<file path="src/rtl/alu_flag_writeback.sv">
// ALU flag/writeback stage: flag register, condition check, commit/squash,
// and a 2-entry skid buffer in front of the register-file write port.
//
// Ports:
//   CLK, RST_N          clock, async active-low reset
//   IN_VALID/IN_READY   upstream handshake (IN_READY registered)
//   C,CO,OVF,N,Z        ALU result and flags
//   COND,S,WE_REQ,RD    condition code, set-flags, write request, dest reg
//   OUT_VALID/OUT_READY writeback handshake
//   WB_DATA,WB_ADDR,WB_EN  writeback entry
//   FLAGS               architectural flags {N,Z,CO,OVF}
//   SQUASH_CNT          saturating count of squashed instructions
module alu_flag_writeback #(
    parameter int W  = 4,
    parameter int AW = 3
) (
    input  logic          CLK,
    input  logic          RST_N,
    input  logic          IN_VALID,
    output logic          IN_READY,
    input  logic [W-1:0]  C,
    input  logic          CO,
    input  logic          OVF,
    input  logic          N,
    input  logic          Z,
    input  logic [3:0]    COND,
    input  logic          S,
    input  logic          WE_REQ,
    input  logic [AW-1:0] RD,
    output logic          OUT_VALID,
    input  logic          OUT_READY,
    output logic [W-1:0]  WB_DATA,
    output logic [AW-1:0] WB_ADDR,
    output logic          WB_EN,
    output logic [3:0]    FLAGS,
    output logic [7:0]    SQUASH_CNT
);

    typedef enum logic [1:0] {
        EMPTY = 2'd0,
        ONE   = 2'd1,
        FULL  = 2'd2
    } state_t;

    state_t        state_q;
    logic          in_ready_q;
    logic          out_valid_q;
    logic [W-1:0]  out_data_q;
    logic [AW-1:0] out_addr_q;
    logic          out_en_q;
    logic [W-1:0]  sk_data_q;
    logic [AW-1:0] sk_addr_q;
    logic          sk_en_q;
    logic [3:0]    flags_q;
    logic [7:0]    cnt_q;

    logic fn, fz, fc, fv;
    logic cond_pass;
    logic accept;
    logic retire;
    logic new_en;

    assign fn = flags_q[3];
    assign fz = flags_q[2];
    assign fc = flags_q[1];
    assign fv = flags_q[0];

    // Condition is judged against the flags as they stand before
    // this instruction's own update.
    always_comb begin
        cond_pass = 1'b0;
        unique case (COND)
            4'b0000: cond_pass = fz;
            4'b0001: cond_pass = !fz;
            4'b0010: cond_pass = fc;
            4'b0011: cond_pass = !fc;
            4'b0100: cond_pass = fn;
            4'b0101: cond_pass = !fn;
            4'b0110: cond_pass = fv;
            4'b0111: cond_pass = !fv;
            4'b1000: cond_pass = fc & !fz;
            4'b1001: cond_pass = !fc | fz;
            4'b1010: cond_pass = (fn == fv);
            4'b1011: cond_pass = (fn != fv);
            4'b1100: cond_pass = !fz & (fn == fv);
            4'b1101: cond_pass = fz | (fn != fv);
            4'b1110: cond_pass = 1'b1;
            4'b1111: cond_pass = 1'b0;
        endcase
    end

    assign accept = IN_VALID & in_ready_q;
    assign retire = out_valid_q & OUT_READY;
    assign new_en = cond_pass & WE_REQ;

    always_ff @(posedge CLK or negedge RST_N) begin
        if (!RST_N) begin
            state_q     <= EMPTY;
            in_ready_q  <= 1'b1;
            out_valid_q <= 1'b0;
            out_data_q  <= '0;
            out_addr_q  <= '0;
            out_en_q    <= 1'b0;
            sk_data_q   <= '0;
            sk_addr_q   <= '0;
            sk_en_q     <= 1'b0;
            flags_q     <= 4'b0000;
            cnt_q       <= 8'd0;
        end else begin
            if (accept && cond_pass && S) begin
                flags_q <= {N, Z, CO, OVF};
            end
            if (accept && !cond_pass && (cnt_q != 8'hFF)) begin
                cnt_q <= cnt_q + 8'd1;
            end

            case (state_q)
                EMPTY: begin
                    if (accept) begin
                        out_data_q  <= C;
                        out_addr_q  <= RD;
                        out_en_q    <= new_en;
                        out_valid_q <= 1'b1;
                        state_q     <= ONE;
                    end
                end
                ONE: begin
                    if (accept && !retire) begin
                        // Output is stalled: park the new entry.
                        sk_data_q  <= C;
                        sk_addr_q  <= RD;
                        sk_en_q    <= new_en;
                        in_ready_q <= 1'b0;
                        state_q    <= FULL;
                    end else if (accept && retire) begin
                        out_data_q <= C;
                        out_addr_q <= RD;
                        out_en_q   <= new_en;
                    end else if (retire) begin
                        out_valid_q <= 1'b0;
                        out_en_q    <= 1'b0;
                        state_q     <= EMPTY;
                    end
                end
                FULL: begin
                    if (retire) begin
                        out_data_q <= sk_data_q;
                        out_addr_q <= sk_addr_q;
                        out_en_q   <= sk_en_q;
                        in_ready_q <= 1'b1;
                        state_q    <= ONE;
                    end
                end
                default: begin
                    out_valid_q <= 1'b0;
                    out_en_q    <= 1'b0;
                    in_ready_q  <= 1'b1;
                    state_q     <= EMPTY;
                end
            endcase
        end
    end

    assign IN_READY   = in_ready_q;
    assign OUT_VALID  = out_valid_q;
    assign WB_DATA    = out_data_q;
    assign WB_ADDR    = out_addr_q;
    assign WB_EN      = out_en_q;
    assign FLAGS      = flags_q;
    assign SQUASH_CNT = cnt_q;

endmodule

</file>
<file path="config.mk">
export PLATFORM = sky130hd
export DESIGN_NAME = alu_flag_writeback
export DESIGN_NICKNAME = d
export VERILOG_FILES = /design/src/rtl/alu_flag_writeback.sv
export SDC_FILE = /design/constraint.sdc
export NUM_CORES = 1
export LEC_CHECK = 0
export CAP_MARGIN = 20
export CORE_ASPECT_RATIO = 2
export CORE_MARGIN = 2
export CORE_UTILIZATION = 33
export DETAILED_ROUTE_END_ITERATION = 8
export GPL_TIMING_DRIVEN = 1
export HOLD_SLACK_MARGIN = 0.1
export PLACE_DENSITY = 0.56
export RECOVER_POWER = 25
export SETUP_SLACK_MARGIN = 0.2
export SYNTH_ARGS = -nofsm -noshare
export SYNTH_HDL_FRONTEND = slang
export SYNTH_SLANG_ARGS = --single-unit
</file>
<file path="constraint.sdc">
create_clock -name CLK -period 2.5 [get_ports CLK]
set_input_delay 0.375 -clock CLK [delete_from_list [all_inputs] [get_ports CLK]]
set_output_delay 0.375 -clock CLK [all_outputs]
set_load 0.03 [all_outputs]
</file>
==> images/registers.png <==
Other sequential cells in the stronger grey, the rest of the logic in the fainter grey.
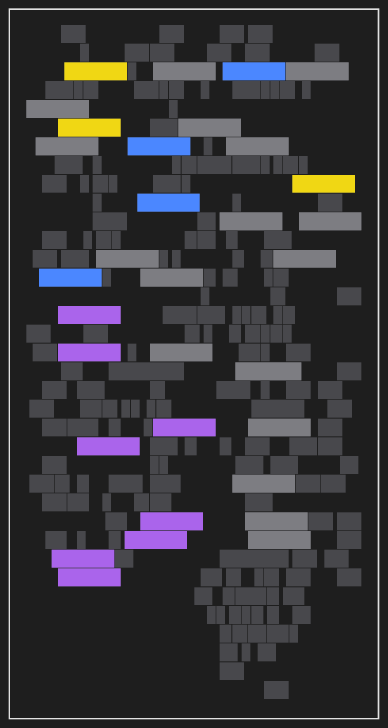
`WB_ADDR`: marked yellow, placed flops 3. `SQUASH_CNT`: marked purple, placed flops 8. `sk_data_q`: marked blue, placed flops 4.
share of the final layout cell area in sequential cells: 36.0%
power attributed to sequential cells: 0.518 mW
Reg area: 802 um2

==> images/drive_strength.png <==
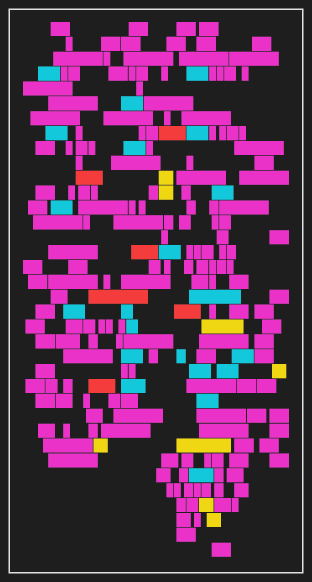
drive 2: marked cyan, cells 21, most used mux2_2. drive 1 or less: marked magenta, cells 175, most used clkdlybuf4s50_1. drive 3 to 4: marked yellow, cells 8, most used buf_4. drive 6 and up: marked red, cells 6, most used clkbuf_8.
area overhead of the layout relative to synthesis: 38.4%
count of plain and timing-repair buffers: 48
Setup WS post-layout: 0.294 ns
post-layout instance area: 2230 um2

==> images/final_congestion.png <==
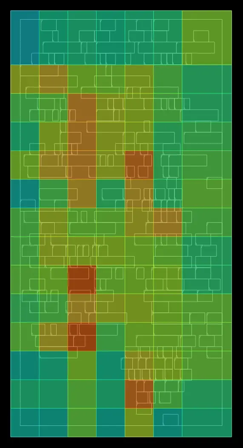
most crowded layer after global routing: met2
met2 capacity usage during global routing: 21.2%
met1 Track Usage GR: 19.4%
met3 layer usage reported by global route: 3.77%
DR WL/cell: 12.9 um

==> metrics.log <==
[metrics] run summary
[metrics] endpoint with the worst hold slack: sk_en_q
[metrics] Yosys reg bits: 32
[metrics] Post-Place Worst Slack: around 0.0037 ns
[metrics] share of flip-flops with an asynchronous set or reset: 100%
[metrics] total die area: 5480 um2
[metrics] fraction of standard cell area in multi-input logic: 34.9%
[metrics] timing-limited maximum frequency: about 450 MHz
[metrics] power in combinational cells: 0.0795 mW
[metrics] power in the clock group: 0.480 mW
[metrics] largest cells by area after synthesis: sky130_fd_sc_hd__dfrtp_1 (48%), sky130_fd_sc_hd__mux2_2 (10%), sky130_fd_sc_hd__nand2_1 (7.5%), sky130_fd_sc_hd__nor2_1 (4.0%), sky130_fd_sc_hd__a31oi_1 (3.5%)
[metrics] critical path launch point: COND[1]
[metrics] portion of synthesized cell area occupied by the leading cell type: 48.2%
[metrics] dominant cell by count in the synthesized netlist: sky130_fd_sc_hd__nand2_1
[metrics] area fraction in xor and xnor cells: approximately 4.4%
[metrics] number of warning messages in the logs: 27
[metrics] Critical Path, Cell by Cell: clkdlybuf4s50_1 -> mux2i_1 -> a21oi_1 -> o22ai_1 -> o32ai_4 -> nand4_4 -> mux2_2
[metrics] total negative setup slack: 0 ns
[metrics] amount of wire on met2 after detailed routing: 1550 um
[metrics] YS chip area: roughly 1600 um2
[metrics] Clock Network Area Fraction: 4.83%
[metrics] CTS Hold Buffers Added: 0
[metrics] mux frac, synth: 11.1%
[metrics] vias post-DR: approximately 1,300
[metrics] Final non-clock buffer share: 20.9%
[metrics] EDFF count, synth: 0
[metrics] flip-flop count of the largest register, all copies and words added: 8
[metrics] Num Clock Sinks: 32
[metrics] Signal inverters: 1
[metrics] yosys simple share: between 20% and 30%
[metrics] sequential element share of the synthesized area: 49.8%
[metrics] endpoint of the most critical register-to-register path: SQUASH_CNT[4]
[metrics] DRC violations left: 0
[metrics] GP Congestion: approximately 0.77
[metrics] uppermost metal layer occupied by signal nets: met4
[metrics] portion of total power attributed to combinational logic: 7.4%
[metrics] std cell rows: 36
[metrics] Worst-path clk slew: ~0.070 ns
[metrics] Hold Startpoint: sk_en_q
[metrics] nets in the synthesized netlist: ~180
[metrics] Cell Int Power: around 0.86 mW
[metrics] initial antenna violation count: 0
[metrics] average footprint of a synthesized cell: 10.1 um2
[metrics] Post-Route Utilization: ~47%
[metrics] number of clock-tree buffers in the layout: 6
[metrics] detailed-routed wire length on met3: between 200 and 250 um
[metrics] cell count of the worst hold path: 2
[metrics] max-cap viol count: 0
[metrics] IO buf count: between 40 and 50
[metrics] top comb family, area: simple AND/OR/NAND/NOR gates
[metrics] setup slack, reg-to-reg: approximately 0.52 ns
[metrics] endpoints failing hold: 0
[metrics] kind of cell adding the most delay to the critical path: AND-OR/OR-AND gates
[metrics] overall power: around 1.1 mW
[metrics] wl on met1: ~1600 um
[metrics] clk_lat worst skew: between 0.2 and 0.3 ns
[metrics] most frequent cells in the layout: sky130_fd_sc_hd__clkdlybuf4s50_1 (41), sky130_fd_sc_hd__nand2_1 (32), sky130_fd_sc_hd__dfrtp_1 (31), sky130_fd_sc_hd__nor2_1 (16), sky130_fd_sc_hd__mux2_2 (15)
[metrics] number of top-level pins: 43
[metrics] yosys cell count: between 150 and 200
[metrics] overall fraction of global-route tracks in use: roughly 14%
[metrics] proportion of power drawn by flip-flops and latches: between 40% and 50%
[metrics] cell count of the worst reg-to-reg path: 6
[metrics] total inserted antenna cells: 0
[metrics] worst clock skew: 0.00689 ns
[metrics] min Tclk post-route: about 2.2 ns
[metrics] area post-placement: between 2000 and 2500 um2
[metrics] Post-Syn Instances: about 160
[metrics] cell with the biggest individual delay on the critical path: sky130_fd_sc_hd__clkdlybuf4s50_1
[metrics] arithmetic-cell share of the synthesized area counting full adders, half adders and majority gates: less than 1%
[metrics] leading power group: sequential cells
[metrics] outcome: complete, no violations
[metrics] fraction of layout instances using a drive strength above 1: between 10% and 20%
[metrics] required time worst endpoint: roughly 2.7 ns
[metrics] Switching Share: between 20 and 25%
[metrics] die boundary width: around 53 um
[metrics] largest cell class by area: registers
[metrics] AND-OR/OR-AND share of the synthesized area: between 10% and 20%
[metrics] remaining antenna violation count after routing: 0
[metrics] total setup violations reported at the end of the flow: 0
[metrics] vias in the first global route: around 1,200
[metrics] highest ir drop seen on vdd: 0.000388 V
[metrics] effective utilization at floorplan: between 30% and 40%
[metrics] CTS root buffer: sky130_fd_sc_hd__clkbuf_8
[metrics] post-CTS setup-driven buffer insertion count: 0
[metrics] Std-Cell Core Area: ~4800 um2
[metrics] Routed WL: about 3500 um
[metrics] slew at the pin closest to its max-slew limit: 0.676 ns
[metrics] count of non-filler cells in the finished layout: between 200 and 300
[metrics] cell accounting for the most synthesized area: sky130_fd_sc_hd__dfrtp_1
[metrics] unrepaired setup endpoints after global routing: yes
[metrics] CTS tree: built
[metrics] Final Hold Slack: around 0.48 ns
[metrics] number of cells on the critical path: 7
[metrics] drt first pass iters: 4
[metrics] top cells by instance count after synthesis: sky130_fd_sc_hd__nand2_1 (32), sky130_fd_sc_hd__dfrtp_1 (31), sky130_fd_sc_hd__nor2_1 (17), sky130_fd_sc_hd__mux2_2 (15), sky130_fd_sc_hd__a31oi_1 (9)
Power is estimated from default activity; no workload was simulated.
